### config.mk
export PLATFORM = sky130hd
export DESIGN_NAME = uart_tx_arbiter
export DESIGN_NICKNAME = d
export VERILOG_FILES = /design/src/rtl/uart_tx_arbiter.sv
export SDC_FILE = /design/constraint.sdc
export NUM_CORES = 1
export LEC_CHECK = 0
export CAP_MARGIN = 10
export CORE_MARGIN = 8
export CORE_UTILIZATION = 25
export DETAILED_ROUTE_END_ITERATION = 7
export PLACE_DENSITY = 0.46
export SLEW_MARGIN = 10
export SYNTH_ARGS = -nofsm -noshare
export SYNTH_HDL_FRONTEND = slang
export SYNTH_SLANG_ARGS = --single-unit
### constraint.sdc
create_clock -name clk -period 2.8 [get_ports clk]
set_input_delay 0.56 -clock clk [delete_from_list [all_inputs] [get_ports clk]]
set_output_delay 0.56 -clock clk [all_outputs]
set_load 0.02 [all_outputs]
### src/rtl/uart_tx_arbiter.sv
// Round-robin arbiter that frames one requester's payload as SOF, header, payload, XOR checksum
// and pushes it byte-by-byte into a UART TX FIFO, stalling while the FIFO is full.
//
// state | meaning
// IDLE  | no frame in progress; scan req from rr pointer and grant the first hit
// SOF   | writing SOF_BYTE
// HDR   | writing {id, len}; loads remaining count
// PAY   | writing granted requester's payload bytes, acking each one
// CSUM  | writing accumulated XOR checksum, then release grant and rotate pointer
module uart_tx_arbiter #(
   parameter int          NREQ     = 4,
   parameter logic [7:0]  SOF_BYTE = 8'hA5
) (
   input  logic                clk,
   input  logic                reset_n,
   input  logic [NREQ-1:0]     req,
   input  logic [4*NREQ-1:0]   req_len,
   input  logic [8*NREQ-1:0]   req_data,
   output logic [NREQ-1:0]     data_ack,
   output logic [NREQ-1:0]     grant,
   output logic [NREQ-1:0]     frame_done,
   output logic                busy,
   output logic [7:0]          w_data,
   output logic                wr_uart,
   input  logic                tx_full
);

   typedef enum logic [2:0] {IDLE, SOF, HDR, PAY, CSUM} state_t;

   localparam logic [3:0] LAST_ID = 4'(NREQ - 1);

   state_t            state_q;
   logic [3:0]        id_q;
   logic [3:0]        len_q;
   logic [3:0]        cnt_q;
   logic [3:0]        ptr_q;
   logic [7:0]        csum_q;
   logic [NREQ-1:0]   grant_q;

   logic [15:0]       req_ext;
   logic [63:0]       len_ext;
   logic [127:0]      data_ext;
   logic [4:0]        scan;
   logic              sel_vld;
   logic [3:0]        sel_id;
   logic [7:0]        hdr_byte;
   logic [7:0]        pay_byte;

   // Zero-extended copies let every NREQ in 2..16 be indexed with a plain 4-bit id.
   assign req_ext  = 16'(req);
   assign len_ext  = 64'(req_len);
   assign data_ext = 128'(req_data);
   assign hdr_byte = {id_q, len_q};
   assign pay_byte = data_ext[{id_q, 3'b000} +: 8];

   always_comb begin
      sel_vld = 1'b0;
      sel_id  = '0;
      scan    = '0;
      for (int k = 0; k < NREQ; k++) begin
         scan = {1'b0, ptr_q} + 5'(k);
         if (scan >= 5'(NREQ)) scan = scan - 5'(NREQ);
         if (!sel_vld && req_ext[scan[3:0]]) begin
            sel_vld = 1'b1;
            sel_id  = scan[3:0];
         end
      end
   end

   always_comb begin
      wr_uart = (state_q != IDLE) && !tx_full;
      busy    = (state_q != IDLE);
      case (state_q)
         SOF:     w_data = SOF_BYTE;
         HDR:     w_data = hdr_byte;
         PAY:     w_data = pay_byte;
         CSUM:    w_data = csum_q;
         default: w_data = 8'h00;
      endcase
   end

   // grant_q is one-hot of id_q, so masking it yields the per-requester strobes.
   assign grant      = grant_q;
   assign data_ack   = grant_q & {NREQ{wr_uart && (state_q == PAY)}};
   assign frame_done = grant_q & {NREQ{wr_uart && (state_q == CSUM)}};

   always_ff @(posedge clk or negedge reset_n) begin
      if (!reset_n) begin
         state_q <= IDLE;
         id_q    <= '0;
         len_q   <= '0;
         cnt_q   <= '0;
         ptr_q   <= '0;
         csum_q  <= '0;
         grant_q <= '0;
      end else begin
         case (state_q)
            IDLE: begin
               if (sel_vld) begin
                  id_q    <= sel_id;
                  len_q   <= len_ext[{sel_id, 2'b00} +: 4];
                  csum_q  <= '0;
                  grant_q <= NREQ'(16'h0001 << sel_id);
                  state_q <= SOF;
               end
            end
            SOF: begin
               if (wr_uart) state_q <= HDR;
            end
            HDR: begin
               if (wr_uart) begin
                  csum_q  <= csum_q ^ hdr_byte;
                  cnt_q   <= len_q;
                  state_q <= (len_q != 4'd0) ? PAY : CSUM;
               end
            end
            PAY: begin
               if (wr_uart) begin
                  csum_q <= csum_q ^ pay_byte;
                  cnt_q  <= cnt_q - 4'd1;
                  if (cnt_q == 4'd1) state_q <= CSUM;
               end
            end
            CSUM: begin
               if (wr_uart) begin
                  grant_q <= '0;
                  ptr_q   <= (id_q == LAST_ID) ? 4'd0 : id_q + 4'd1;
                  state_q <= IDLE;
               end
            end
            default: state_q <= IDLE;
         endcase
      end
   end

endmodule

==> out/qor.csv, run 1 <==
metric;value;unit
placed cell areas;3690;um^2
per-cell via count in the routed design;4.81;
highest-count logic cell in the final layout;sky130_fd_sc_hd__clkdlybuf4s50_1;
total nets after synthesis;365;
overflow left after global routing;0;
startpoint of the most critical register-to-register path;ptr_q[1]$_DFFE_PN0P_;
kind of start point of the critical path;input pin;
reported sequential group power;0.000842;W
worst max-slew margin expressed relative to the limit;0.552;
TritonCTS clock tree;done;
post-synthesis share of cell area spent on and-or and or-and gates;0.183;
flop-to-flop setup slack;0.10;ns
layer with the highest usage after global routing;met2;
width of the chip;118;um
Clock Pin Slew Worst Setup and Hold Paths;0.06;ns
biggest area consumer among synthesized cells;sky130_fd_sc_hd__dfrtp_1;
residual antenna-violating net count after detailed routing;0;
relative contribution of sequential cells to total power;0.185;
cell with the largest stage delay on the worst path;sky130_fd_sc_hd__clkdlybuf4s50_1;
start point of the critical path;req_data[25];
remaining design rule violation count;0;
Switch Pwr;0.00211;W
Final Hold Slack;0.527;ns
wire length on met1;3920;um
area fraction of the dominant cell type after synthesis;0.298;
count of flip-flops and latches;31;
synthesized chip area reported by yosys;2600;um^2
count of buffering cells on the critical path with inverters included;2;
maximum clock insertion buffer count;2;
Adders+Majority by Area;0.0720;
CTS Hold Buffers Added;0;
XOR-XNOR Cells, Area Fraction;0.0471;
top routing layer in use;met4;
worst-skew pair later-pin latency;0.28;ns
endpoint of the lowest-slack register-to-register path;len_q[0]$_DFFE_PN0P_;
Reg with most FFs;csum_q;
cell type with the highest occurrence count on the critical path;sky130_fd_sc_hd__clkdlybuf4s50_1;
antenna violations before repair;0;
Post-synth ARST share;1.00;
power share of the combinational group;0.735;
Largest Pwr Group;combinational cells;
Clock Skew;0.00483;ns
fraction of layout cells with a size suffix above 1;0.224;
number of logged tool warnings;33;
Max-area cell class;logic gates;
# Post-CTS Setup Buffers;1;
cell count listed in synth_stat.txt;295;
Post-Route Setup TNS;0;ns
overall chip area;13900;um^2
Clock power frac;0.080;
number of DRC violations after detailed-routing iteration 0;161;
proportion of synthesized chip area in sequential cells;0.298;
average footprint of a synthesized cell;8.83;um^2
final instance count without filler cells;534;
number of cells on the critical path;5;
Unique masters post-synth;54;
post-layout net count;468;
hold path cells;1;
CTS Root Buffer Type;sky130_fd_sc_hd__clkbuf_8;
setup violators final;0;
number of global-route vias before repair;2788;
number of cells upsized or downsized after cts;8;
run status;complete, no violations;
met2 usage;0.202;
total of fill cells in the finished design;1008;
Post-Synth Simple-Gate Area;0.200;
global-route track usage on met1;0.154;
period utilization;0.982;
leak pwr;1.65;nW
GRT Total Usage;0.122;
Cell area leaders;sky130_fd_sc_hd__dfrtp_1 (30%), sky130_fd_sc_hd__ha_1 (7.2%), sky130_fd_sc_hd__nand2_1 (7.1%);
switching share of total power;0.463;
Met2 Wirelength;4190;um
Worst Hold Path EP;cnt_q[3]$_DFFE_PN0P_;
Fig. 1: run 1, local utilization
Bar = 20 um. 12 x 12 tiles, from dark blue (low) to red (high), 0 to 100% covered.
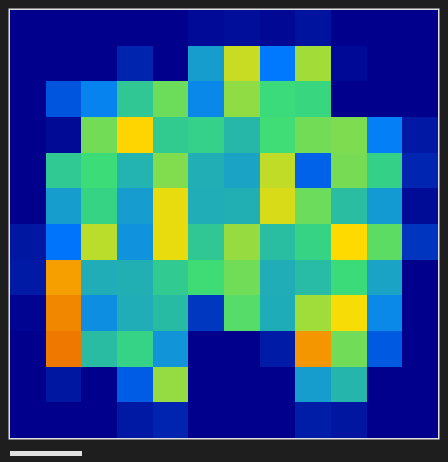
mean over tiles: 28%
fullest tile: 86%
nearly empty tiles: 32%
tiles over 75% full: 4.2%
utilization after layout: 0.394
Floorplan Core Area: 10200 um^2
Core Util at FP: 0.255

Fig. 2: run 1, placement by cell class
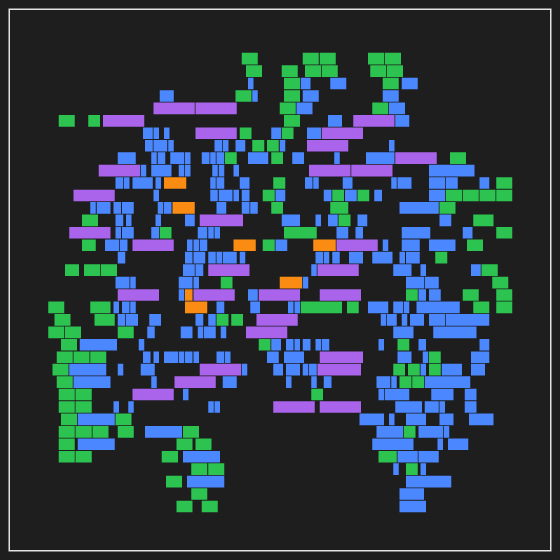
| colour | class | cells | share of their area |
|---|---|---|---|
| blue | all other logic | 248 | 50% |
| orange | clock drivers and dummy loads | 7 | 2.3% |
| purple | flip-flops | 31 | 20% |
| green | other buffers and delay cells | 112 | 28% |
Placement Rows: 37
sequential portion of the cell area: 0.193
final std cell area, no fill: 4030 um^2

Fig. 3: run 1, cell sizes after repair
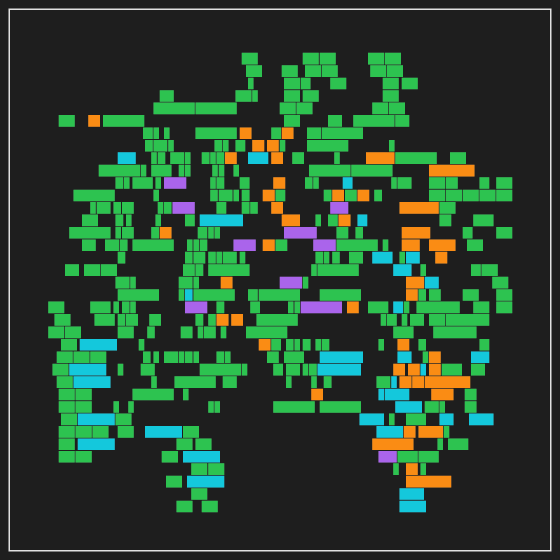
| colour | size | cells | share |
|---|---|---|---|
| orange | drive 3 to 4 | 45 | 11% |
| purple | drive 6 and up | 10 | 2.5% |
| green | drive 1 or less | 309 | 78% |
| cyan | drive 2 | 34 | 8.5% |
post-route setup slack: 0.0517 ns
non-clock buffer instance count of the final layout: 112
Synth-to-Final Area Change: 54.7%

Fig. 4: run 1, congestion heat map
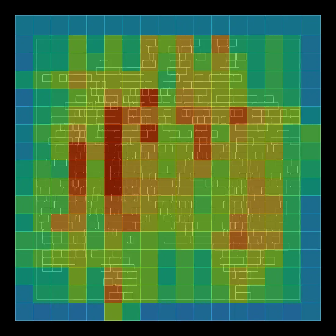

==> inputs of run 2 (changes only) <==
--- a/config.mk
+++ b/config.mk
@@ -8,3 +8,2 @@
 export CAP_MARGIN = 10
-export CORE_MARGIN = 8
 export CORE_UTILIZATION = 25
--- a/constraint.sdc
+++ b/constraint.sdc
@@ -3,2 +3,2 @@
 set_output_delay 0.56 -clock clk [all_outputs]
-set_load 0.02 [all_outputs]
+set_load 0.005 [all_outputs]
Fig. 5: run 2, congestion heat map
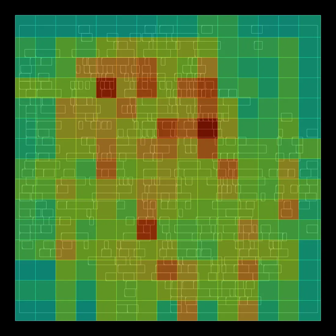
layer with the highest usage after global routing: met2
met2 usage: 0.261
GRT Total Usage: 0.154

Fig. 6: run 2, routed metal per tile
Bar = 20 um. 21 x 21 tiles, from dark blue (low) to red (high), scaled to the fullest tile. Values are wire area over tile area, all layers added.
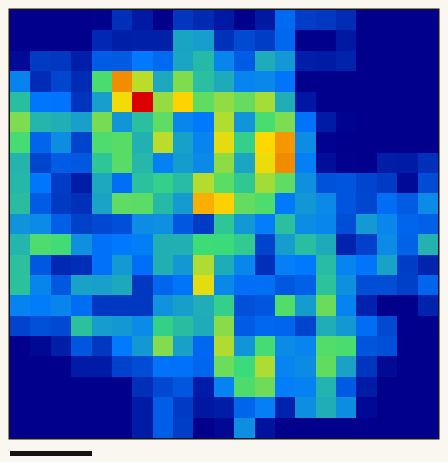
nearly empty tiles: 23%
emptiest ninth of the die: top right
fullest tile: 0.49
densest ninth of the die: middle
tiles over half the peak: 13%
total via count in the routed design: 2537
Routed wire per std cell: 15.1 um
drt total wl: 7950 um

Fig. 7: run 2, local utilization
Bar = 20 um. 10 x 10 tiles, from dark blue (low) to red (high), 0 to 100% covered.
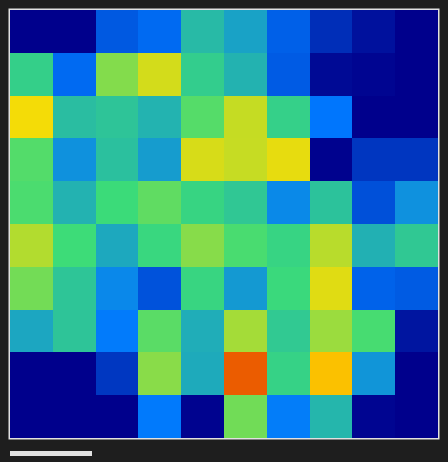
fullest tile: 90%
mean over tiles: 35%
nearly empty tiles: 17%
Core Util at FP: 0.262
Floorplan Core Area: 9950 um^2
utilization after layout: 0.396

==> run 2 against run 1 <==
Maximum frequency increased by 1.9%. Non-clock buffer count decreased by 7. Utilization is 0.18 points higher. Global-route usage is 3.2 points higher. Design area is 2.3% lower. Highest routed layer unchanged.
==> out/qor.csv, run 2 <==
metric;value;unit;change
run status;complete, no violations;;unchanged
Final Critical Period;2.70;ns;was 2.75 ns
number of DRC violations after detailed-routing iteration 0;118;;was 161
hold path cells;1;;unchanged
fraction of area in multi-input gates;0.462;;was 0.463
sequential portion of the cell area;0.198;;was 0.193
post-layout net count;461;;was 468
power share of the combinational group;0.690;;was 0.735
Cell area leaders;sky130_fd_sc_hd__dfrtp_1 (30%), sky130_fd_sc_hd__ha_1 (7.2%), sky130_fd_sc_hd__nand2_1 (7.1%);;unchanged
highest-count logic cell in the final layout;sky130_fd_sc_hd__clkdlybuf4s50_1;;unchanged
Final non-clock buffer share;0.254;;was 0.266
max_cap viols;0;;unchanged
width of the chip;104;um;was 118 um
Clock Pin Slew Worst Setup and Hold Paths;0.07;ns;was 0.06 ns
synthesized chip area reported by yosys;2600;um^2;unchanged
CTS Root Buffer Type;sky130_fd_sc_hd__clkbuf_8;;unchanged
total of fill cells in the finished design;1008;;unchanged
Post-synth ARST share;1.00;;unchanged
Largest Pwr Group;combinational cells;;unchanged
number of cells on the critical path;5;;unchanged
startpoint of the most critical register-to-register path;ptr_q[1]$_DFFE_PN0P_;;unchanged
Switch Pwr;0.00184;W;was 0.00211 W
post-route setup slack;0.103;ns;was 0.0517 ns
global-route track usage on met1;0.205;;was 0.154
fraction of layout cells with a size suffix above 1;0.199;;was 0.224
area fraction of the dominant cell type after synthesis;0.298;;unchanged
antenna violations before repair;0;;unchanged
flop-to-flop setup slack;0.13;ns;was 0.10 ns
TritonCTS clock tree;done;;unchanged
cell count listed in synth_stat.txt;295;;unchanged
reported sequential group power;0.000840;W;was 0.000842 W
placed cell areas;3650;um^2;was 3690 um^2
total combinational power;0.00292;W;was 0.00335 W
Worst Hold Path EP;cnt_q[3]$_DFFE_PN0P_;;unchanged
Clock Skew;0.00592;ns;was 0.00483 ns
Placement Rows;36;;was 37
number of primary I/O pins;77;;unchanged
Post-Synth Simple-Gate Area;0.200;;unchanged
average footprint of a synthesized cell;8.83;um^2;unchanged
Synth-to-Final Area Change;51.2;%;was 54.7%
per-cell via count in the routed design;4.83;;was 4.81
cell chain of the critical path;clkdlybuf4s50_1, mux4_2, nand2_1, o211ai_1, clkdlybuf4s50_1;;was clkdlybuf4s50_1, mux4_2, nand2_1, o21ai_0, clkdlybuf4s50_1
period utilization;0.963;;was 0.982
number of global-route vias before repair;2576;;was 2788
worst-skew pair later-pin latency;0.28;ns;about the same
overall chip area;10800;um^2;was 13900 um^2
Clock power frac;0.111;;was 0.080
leak pwr;1.59;nW;was 1.65 nW
crit path capture;w_data[0];;was w_data[1]
count of flip-flops and latches;31;;unchanged
drt pass-1 iters;6;;was 4
cell with the largest stage delay on the worst path;sky130_fd_sc_hd__mux4_2;;was sky130_fd_sc_hd__clkdlybuf4s50_1
max-slew violation count;0;;unchanged
worst max-slew margin expressed relative to the limit;0.552;;about the same
non-clock buffer instance count of the final layout;105;;was 112
setup violators final;0;;unchanged
post-synthesis share of cell area spent on and-or and or-and gates;0.183;;unchanged
number of synthesis warnings;0;;unchanged
number of cells upsized or downsized after cts;4;;was 8
# Post-CTS Setup Buffers;0;;was 1
endpoint of the lowest-slack register-to-register path;len_q[2]$_DFFE_PN0P_;;was len_q[0]$_DFFE_PN0P_
most instantiated library cell after synthesis;sky130_fd_sc_hd__nand2_1;;unchanged
overflow left after global routing;0;;unchanged
count of buffering cells on the critical path with inverters included;2;;unchanged
final instance count without filler cells;525;;was 534
final std cell area, no fill;3940;um^2;was 4030 um^2
top routing layer in use;met4;;unchanged
Met2 Wirelength;3790;um;was 4190 um
Unique masters post-synth;54;;unchanged
kind of start point of the critical path;input pin;;unchanged
Final Hold Slack;0.533;ns;was 0.527 ns
maximum clock insertion buffer count;2;;unchanged
proportion of synthesized chip area in sequential cells;0.298;;unchanged
inverter count of the layout excluding clock inverters;14;;unchanged
Max-area cell class;logic gates;;unchanged
CTS Hold Buffers Added;0;;unchanged
total nets after synthesis;365;;unchanged
start point of the critical path;req_data[24];;was req_data[25]
number of logged tool warnings;34;;was 33
cell type with the highest occurrence count on the critical path;sky130_fd_sc_hd__clkdlybuf4s50_1;;unchanged
biggest area consumer among synthesized cells;sky130_fd_sc_hd__dfrtp_1;;unchanged
Reg with most FFs;csum_q;;unchanged
Post-Route Setup TNS;0;ns;unchanged
wire length on met1;3750;um;was 3920 um
relative contribution of sequential cells to total power;0.198;;was 0.185
remaining design rule violation count;0;;unchanged
switching share of total power;0.436;;was 0.463
residual antenna-violating net count after detailed routing;0;;unchanged
Adders+Majority by Area;0.0720;;unchanged
XOR-XNOR Cells, Area Fraction;0.0471;;unchanged
Power and IR drop assume default switching activity.
